`src/rtl/nla_pkg.sv`:
```
// Shared definitions for the non-linear approximation sequencer: FSM state
// encoding and MAC completion mode selectors.
package nla_pkg;

    typedef enum logic [2:0] {
        ST_IDLE  = 3'd0,
        ST_LOAD  = 3'd1,
        ST_PRIME = 3'd2,
        ST_CHECK = 3'd3,
        ST_FETCH = 3'd4,
        ST_WAIT  = 3'd5,
        ST_EMIT  = 3'd6,
        ST_DONE  = 3'd7
    } state_e;

    localparam logic MODE_FIXED = 1'b0;
    localparam logic MODE_HS    = 1'b1;

endpackage

```
`src/rtl/nla_poly_seq_ctrl_if.sv`:
```
// Control/status bundle between the polynomial sequencer and its surroundings:
// configuration, buffer handshakes, MAC completion and result strobes.
interface nla_poly_seq_ctrl_if #(
    parameter int ADDR_LINES = 4,
    parameter int SAMPLE_W   = 8
);
    logic [ADDR_LINES-1:0] coeff_count;
    logic [SAMPLE_W-1:0]   num_samples;
    logic                  mac_mode;
    logic                  start_signal;
    logic                  start_coeff;
    logic                  mac_done;
    logic                  res_ready;
    logic                  abort;

    logic                  rd_en_signal;
    logic                  rd_en_coeff;
    logic                  redo_coeff;
    logic                  redo_data;
    logic                  LD_result;
    logic                  busy;
    logic                  done;
    logic [ADDR_LINES-1:0] coeff_idx;
    logic [SAMPLE_W-1:0]   sample_idx;

    modport master (
        output coeff_count, num_samples, mac_mode, start_signal, start_coeff,
               mac_done, res_ready, abort,
        input  rd_en_signal, rd_en_coeff, redo_coeff, redo_data, LD_result,
               busy, done, coeff_idx, sample_idx
    );

    modport slave (
        input  coeff_count, num_samples, mac_mode, start_signal, start_coeff,
               mac_done, res_ready, abort,
        output rd_en_signal, rd_en_coeff, redo_coeff, redo_data, LD_result,
               busy, done, coeff_idx, sample_idx
    );
endinterface

```
`src/rtl/nla_lat_counter.sv`:
```
// Fixed-latency MAC wait counter: cleared on load, counts while enabled and
// saturates at MAC_LAT-1, where o_hit is raised.
module nla_lat_counter #(
    parameter int MAC_LAT = 13,
    parameter int WAIT_W  = 5
) (
    input  logic clk_i,
    input  logic rst_i,
    input  logic i_load,
    input  logic i_en,
    output logic o_hit
);
    localparam logic [WAIT_W-1:0] HIT_VAL = WAIT_W'(MAC_LAT - 1);

    logic [WAIT_W-1:0] r_cnt;

    // NOTE: sequential state uses non-blocking assignments only, so every
    // register samples the pre-edge values regardless of statement order.
    always_ff @(posedge clk_i or posedge rst_i) begin
        if (rst_i) begin
            r_cnt <= '0;
        end else if (i_load) begin
            r_cnt <= '0;
        end else if (i_en && !o_hit) begin
            r_cnt <= r_cnt + WAIT_W'(1);
        end
    end

    assign o_hit = (r_cnt == HIT_VAL);

endmodule

```
`src/rtl/nla_poly_seq_ctrl.sv`:
```
// Horner-iteration sequencer: walks a batch of samples, fetching coefficients
// and pacing MAC steps, with result backpressure, abort and status outputs.
module nla_poly_seq_ctrl
    import nla_pkg::*;
#(
    parameter int ADDR_LINES = 4,
    parameter int SAMPLE_W   = 8,
    parameter int MAC_LAT    = 13,
    parameter int WAIT_W     = 5
) (
    input  logic               clk_i,
    input  logic               rst_i,
    nla_poly_seq_ctrl_if.slave bus
);
    state_e                r_state;
    state_e                w_state_nxt;

    logic [ADDR_LINES-1:0] r_coeff_cnt;
    logic [ADDR_LINES-1:0] r_coeff_left;
    logic [ADDR_LINES-1:0] r_coeff_idx;
    logic [SAMPLE_W-1:0]   r_last_idx;
    logic [SAMPLE_W-1:0]   r_sample_idx;
    logic                  r_mode;

    logic                  r_rd_en_signal;
    logic                  r_rd_en_coeff;
    logic                  r_redo_coeff;
    logic                  r_redo_data;
    logic                  r_ld_result;
    logic                  r_busy;
    logic                  r_done;

    logic                  w_start;
    logic                  w_abort;
    logic                  w_lat_hit;
    logic                  w_mac_exit;
    logic                  w_last_sample;

    assign w_start       = bus.start_signal & bus.start_coeff;
    assign w_abort       = bus.abort & (r_state != ST_IDLE);
    assign w_last_sample = (r_sample_idx == r_last_idx);
    assign w_mac_exit    = (r_mode == MODE_HS) ? bus.mac_done : w_lat_hit;

    nla_lat_counter #(
        .MAC_LAT (MAC_LAT),
        .WAIT_W  (WAIT_W)
    ) u_lat_counter (
        .clk_i  (clk_i),
        .rst_i  (rst_i),
        .i_load (r_state == ST_FETCH),
        .i_en   (r_state == ST_WAIT),
        .o_hit  (w_lat_hit)
    );

    // NOTE: the next-state value is defaulted before the case so that every
    // path assigns it and no latch is inferred.
    always_comb begin
        w_state_nxt = r_state;
        if (w_abort) begin
            w_state_nxt = ST_IDLE;
        end else begin
            case (r_state)
                ST_IDLE:  if (w_start) w_state_nxt = ST_LOAD;
                ST_LOAD:  w_state_nxt = ST_PRIME;
                ST_PRIME: w_state_nxt = ST_CHECK;
                ST_CHECK: w_state_nxt = (r_coeff_left == '0) ? ST_EMIT : ST_FETCH;
                ST_FETCH: w_state_nxt = ST_WAIT;
                ST_WAIT:  if (w_mac_exit) w_state_nxt = ST_CHECK;
                ST_EMIT:  if (bus.res_ready) w_state_nxt = w_last_sample ? ST_DONE : ST_LOAD;
                ST_DONE:  w_state_nxt = ST_IDLE;
                default:  w_state_nxt = ST_IDLE;
            endcase
        end
    end

    // Outputs are registered from the next state, so they always decode the
    // state the FSM is currently in without any input-to-output path.
    // NOTE: every register here is a control flop with a defined reset value;
    // redo_data is active-low and therefore resets to 1.
    always_ff @(posedge clk_i or posedge rst_i) begin
        if (rst_i) begin
            r_state        <= ST_IDLE;
            r_coeff_cnt    <= '0;
            r_coeff_left   <= '0;
            r_coeff_idx    <= '0;
            r_last_idx     <= '0;
            r_sample_idx   <= '0;
            r_mode         <= MODE_FIXED;
            r_rd_en_signal <= 1'b0;
            r_rd_en_coeff  <= 1'b0;
            r_redo_coeff   <= 1'b0;
            r_redo_data    <= 1'b1;
            r_ld_result    <= 1'b0;
            r_busy         <= 1'b0;
            r_done         <= 1'b0;
        end else begin
            r_state        <= w_state_nxt;
            r_rd_en_signal <= (w_state_nxt == ST_LOAD);
            r_redo_coeff   <= (w_state_nxt == ST_LOAD);
            r_rd_en_coeff  <= (w_state_nxt == ST_FETCH);
            r_redo_data    <= (w_state_nxt != ST_PRIME);
            r_ld_result    <= (w_state_nxt == ST_EMIT);
            r_busy         <= (w_state_nxt != ST_IDLE);
            r_done         <= (w_state_nxt == ST_DONE);

            if (w_abort) begin
                r_coeff_left <= '0;
                r_coeff_idx  <= '0;
                r_sample_idx <= '0;
            end else begin
                case (r_state)
                    ST_IDLE: begin
                        if (w_start) begin
                            r_coeff_cnt  <= bus.coeff_count;
                            r_mode       <= bus.mac_mode;
                            r_sample_idx <= '0;
                            // An empty batch still runs a single sample.
                            r_last_idx   <= (bus.num_samples == '0) ? '0
                                          : bus.num_samples - SAMPLE_W'(1);
                        end
                    end
                    ST_LOAD: begin
                        r_coeff_left <= r_coeff_cnt;
                        r_coeff_idx  <= '0;
                    end
                    ST_FETCH: begin
                        r_coeff_left <= r_coeff_left - ADDR_LINES'(1);
                        r_coeff_idx  <= r_coeff_idx + ADDR_LINES'(1);
                    end
                    ST_EMIT: begin
                        if (bus.res_ready && !w_last_sample) begin
                            r_sample_idx <= r_sample_idx + SAMPLE_W'(1);
                        end
                    end
                    default: ;
                endcase
            end
        end
    end

    assign bus.rd_en_signal = r_rd_en_signal;
    assign bus.rd_en_coeff  = r_rd_en_coeff;
    assign bus.redo_coeff   = r_redo_coeff;
    assign bus.redo_data    = r_redo_data;
    assign bus.LD_result    = r_ld_result;
    assign bus.busy         = r_busy;
    assign bus.done         = r_done;
    assign bus.coeff_idx    = r_coeff_idx;
    assign bus.sample_idx   = r_sample_idx;

endmodule

```
`src/flat_wrapper.sv`:
```
// flat-port wrapper written by rule: the top's interface ports become plain ports
module nla_poly_seq_ctrl_flat import nla_pkg::*;
#(
    parameter int ADDR_LINES = 4,
    parameter int SAMPLE_W   = 8,
    parameter int MAC_LAT    = 13,
    parameter int WAIT_W     = 5
)
  (clk_i, rst_i, bus_coeff_count, bus_num_samples, bus_mac_mode, bus_start_signal, bus_start_coeff, bus_mac_done, bus_res_ready, bus_abort, bus_rd_en_signal, bus_rd_en_coeff, bus_redo_coeff, bus_redo_data, bus_LD_result, bus_busy, bus_done, bus_coeff_idx, bus_sample_idx);
  nla_poly_seq_ctrl_if #(.ADDR_LINES(ADDR_LINES), .SAMPLE_W(SAMPLE_W)) bus_i ();
  input  logic clk_i;
  input  logic rst_i;
  input wire logic [$bits(bus_i.coeff_count)-1:0] bus_coeff_count;
  input wire logic [$bits(bus_i.num_samples)-1:0] bus_num_samples;
  input wire logic [$bits(bus_i.mac_mode)-1:0] bus_mac_mode;
  input wire logic [$bits(bus_i.start_signal)-1:0] bus_start_signal;
  input wire logic [$bits(bus_i.start_coeff)-1:0] bus_start_coeff;
  input wire logic [$bits(bus_i.mac_done)-1:0] bus_mac_done;
  input wire logic [$bits(bus_i.res_ready)-1:0] bus_res_ready;
  input wire logic [$bits(bus_i.abort)-1:0] bus_abort;
  output wire logic [$bits(bus_i.rd_en_signal)-1:0] bus_rd_en_signal;
  output wire logic [$bits(bus_i.rd_en_coeff)-1:0] bus_rd_en_coeff;
  output wire logic [$bits(bus_i.redo_coeff)-1:0] bus_redo_coeff;
  output wire logic [$bits(bus_i.redo_data)-1:0] bus_redo_data;
  output wire logic [$bits(bus_i.LD_result)-1:0] bus_LD_result;
  output wire logic [$bits(bus_i.busy)-1:0] bus_busy;
  output wire logic [$bits(bus_i.done)-1:0] bus_done;
  output wire logic [$bits(bus_i.coeff_idx)-1:0] bus_coeff_idx;
  output wire logic [$bits(bus_i.sample_idx)-1:0] bus_sample_idx;
  assign bus_i.coeff_count = bus_coeff_count;
  assign bus_i.num_samples = bus_num_samples;
  assign bus_i.mac_mode = bus_mac_mode;
  assign bus_i.start_signal = bus_start_signal;
  assign bus_i.start_coeff = bus_start_coeff;
  assign bus_i.mac_done = bus_mac_done;
  assign bus_i.res_ready = bus_res_ready;
  assign bus_i.abort = bus_abort;
  assign bus_rd_en_signal = bus_i.rd_en_signal;
  assign bus_rd_en_coeff = bus_i.rd_en_coeff;
  assign bus_redo_coeff = bus_i.redo_coeff;
  assign bus_redo_data = bus_i.redo_data;
  assign bus_LD_result = bus_i.LD_result;
  assign bus_busy = bus_i.busy;
  assign bus_done = bus_i.done;
  assign bus_coeff_idx = bus_i.coeff_idx;
  assign bus_sample_idx = bus_i.sample_idx;
  nla_poly_seq_ctrl #(.ADDR_LINES(ADDR_LINES), .SAMPLE_W(SAMPLE_W), .MAC_LAT(MAC_LAT), .WAIT_W(WAIT_W)) u_core (.clk_i(clk_i), .rst_i(rst_i), .bus(bus_i));
endmodule
```
`config.mk`:
```
export PLATFORM = sky130hd
export DESIGN_NAME = nla_poly_seq_ctrl_flat
export DESIGN_NICKNAME = d
export VERILOG_FILES = /design/src/rtl/nla_pkg.sv /design/src/rtl/nla_poly_seq_ctrl_if.sv /design/src/rtl/nla_lat_counter.sv /design/src/rtl/nla_poly_seq_ctrl.sv /design/src/flat_wrapper.sv
export SDC_FILE = /design/constraint.sdc
export NUM_CORES = 1
export LEC_CHECK = 0
export ABC_AREA = 1
export CORE_MARGIN = 2
export CORE_UTILIZATION = 58
export CTS_CLUSTER_DIAMETER = 100
export DETAILED_ROUTE_END_ITERATION = 7
export PLACE_DENSITY = 0.91
export SYNTH_ARGS = -nofsm -noshare
export SYNTH_HDL_FRONTEND = slang
export SYNTH_HIERARCHICAL = 1
export SYNTH_SLANG_ARGS = --single-unit
```
`constraint.sdc`:
```
create_clock -name clk_i -period 3.9 [get_ports clk_i]
set_clock_uncertainty 0.2 [all_clocks]
set_input_delay 0.78 -clock clk_i [delete_from_list [all_inputs] [get_ports clk_i]]
set_output_delay 0.78 -clock clk_i [all_outputs]
set_load 0.1 [all_outputs]
```
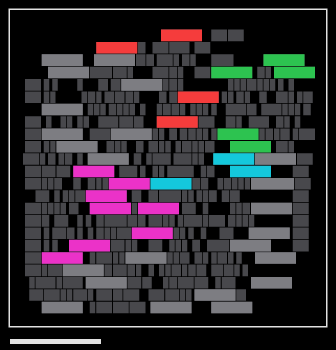
(sequential cells coloured by netlist name)
Bar = 20 µm. Other sequential cells in the stronger grey, the rest of the logic in the fainter grey.
legend:
  u_core/u_lat_counter/r_cnt:
    colour: green
    placed_flops: 5
    where: top right
  u_core/r_last_idx:
    colour: magenta
    placed_flops: 8
  u_core/r_state:
    colour: cyan
    placed_flops: 3
  u_core/bus.coeff_idx:
    colour: red
    placed_flops: 4
    where: top middle
not coloured: 23
final core occ: 0.735
register area: 1080 µm²

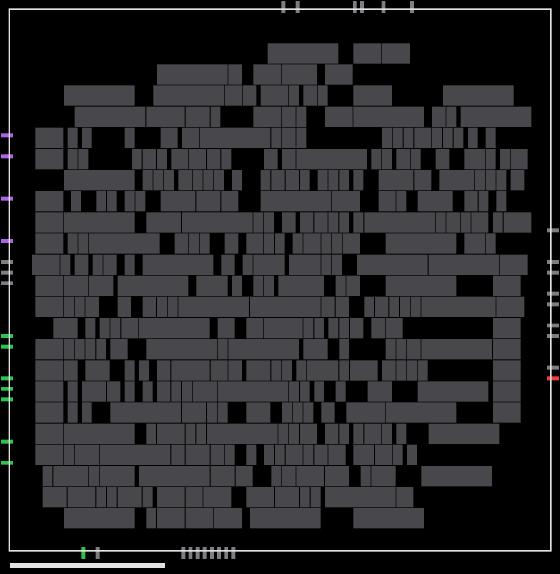
(pin placement)
Bar = 20 µm. Pins as bars across the die edge, other pins in grey.
legend:
  bus_LD_result:
    colour: red
    pins: 1
    direction: output
    edge: right
  bus_num_samples:
    colour: green
    pins: 8
    direction: input
    edge: 7 left, 1 bottom
  bus_coeff_count:
    colour: purple
    pins: 4
    direction: input
    edge: left

[worst register-to-register path, cell delays in order, from the launching register on]
cell and delay [ns]:
dfrtp_1 0.51, nor2_4 0.19, nand2_2 0.13, nand2_1 0.09, nor2_1 0.04, inv_1 0.25, nand2_1 0.16, o32ai_1 0.27
[report_power, final]
part	leakage, nW	internal (mW)	switching [mW]
clock	0.0395	0.127	0.144
combinational	0.813	0.293	0.696
sequential	0.564	0.581	0.110
[layout make-up]
cell class                 instances  area share
tap                               50      0.0210
multi-input combinational        223       0.406
clock buffer                       8      0.0268
sequential                        43       0.361
inverter                          44      0.0553
timing repair buffer              39       0.130
[metrics by stage]
step	area [µm²]	std cells
after floorplan	2490	314
after global placement	2900	399
after detailed placement	2900	399
after CTS	2980	407
after global routing	2980	407
final	2980	407
==> reports/results.tsv <==
stage	metric	value	unit
yosys	ys_ff	43	
setup_path	critPathBufInv	1	
yosys	netlist_area	2490	µm²
placement	gp_congestion	0.855	
grt	use_met3	0.0465	
yosys	synthArstFlopShare	1.00	
floorplan	num_io_pins	39	
floorplan	rows	23	
timing	drv_slew	0	
placement	io_buffer_count	38	
yosys	fp_nets	341	
power	peakVddDrop	0.283	mV
setup_path	crit_slowest_cell	clkdlybuf4s50_1	
timing	holdWs	0.283	ns
yosys	ys_top_cells_by_area	dfrtp_1, nand2_1, inv_1	
power	p_per_area	654	nW/µm²
yosys	most_common_cell	nand2_1	
clock_network	cts_tree	yes	
outcome	outcome	completed	
clock_network	clk_pin_slew_worst_paths	0.07	ns
drt	wl_met1	2330	µm
clock_network	hold_buffers	0	
layout	area_growth	19.9	%
drt	top_layer	met4	
No activity file was given, so power comes from the tool's default toggle rates.
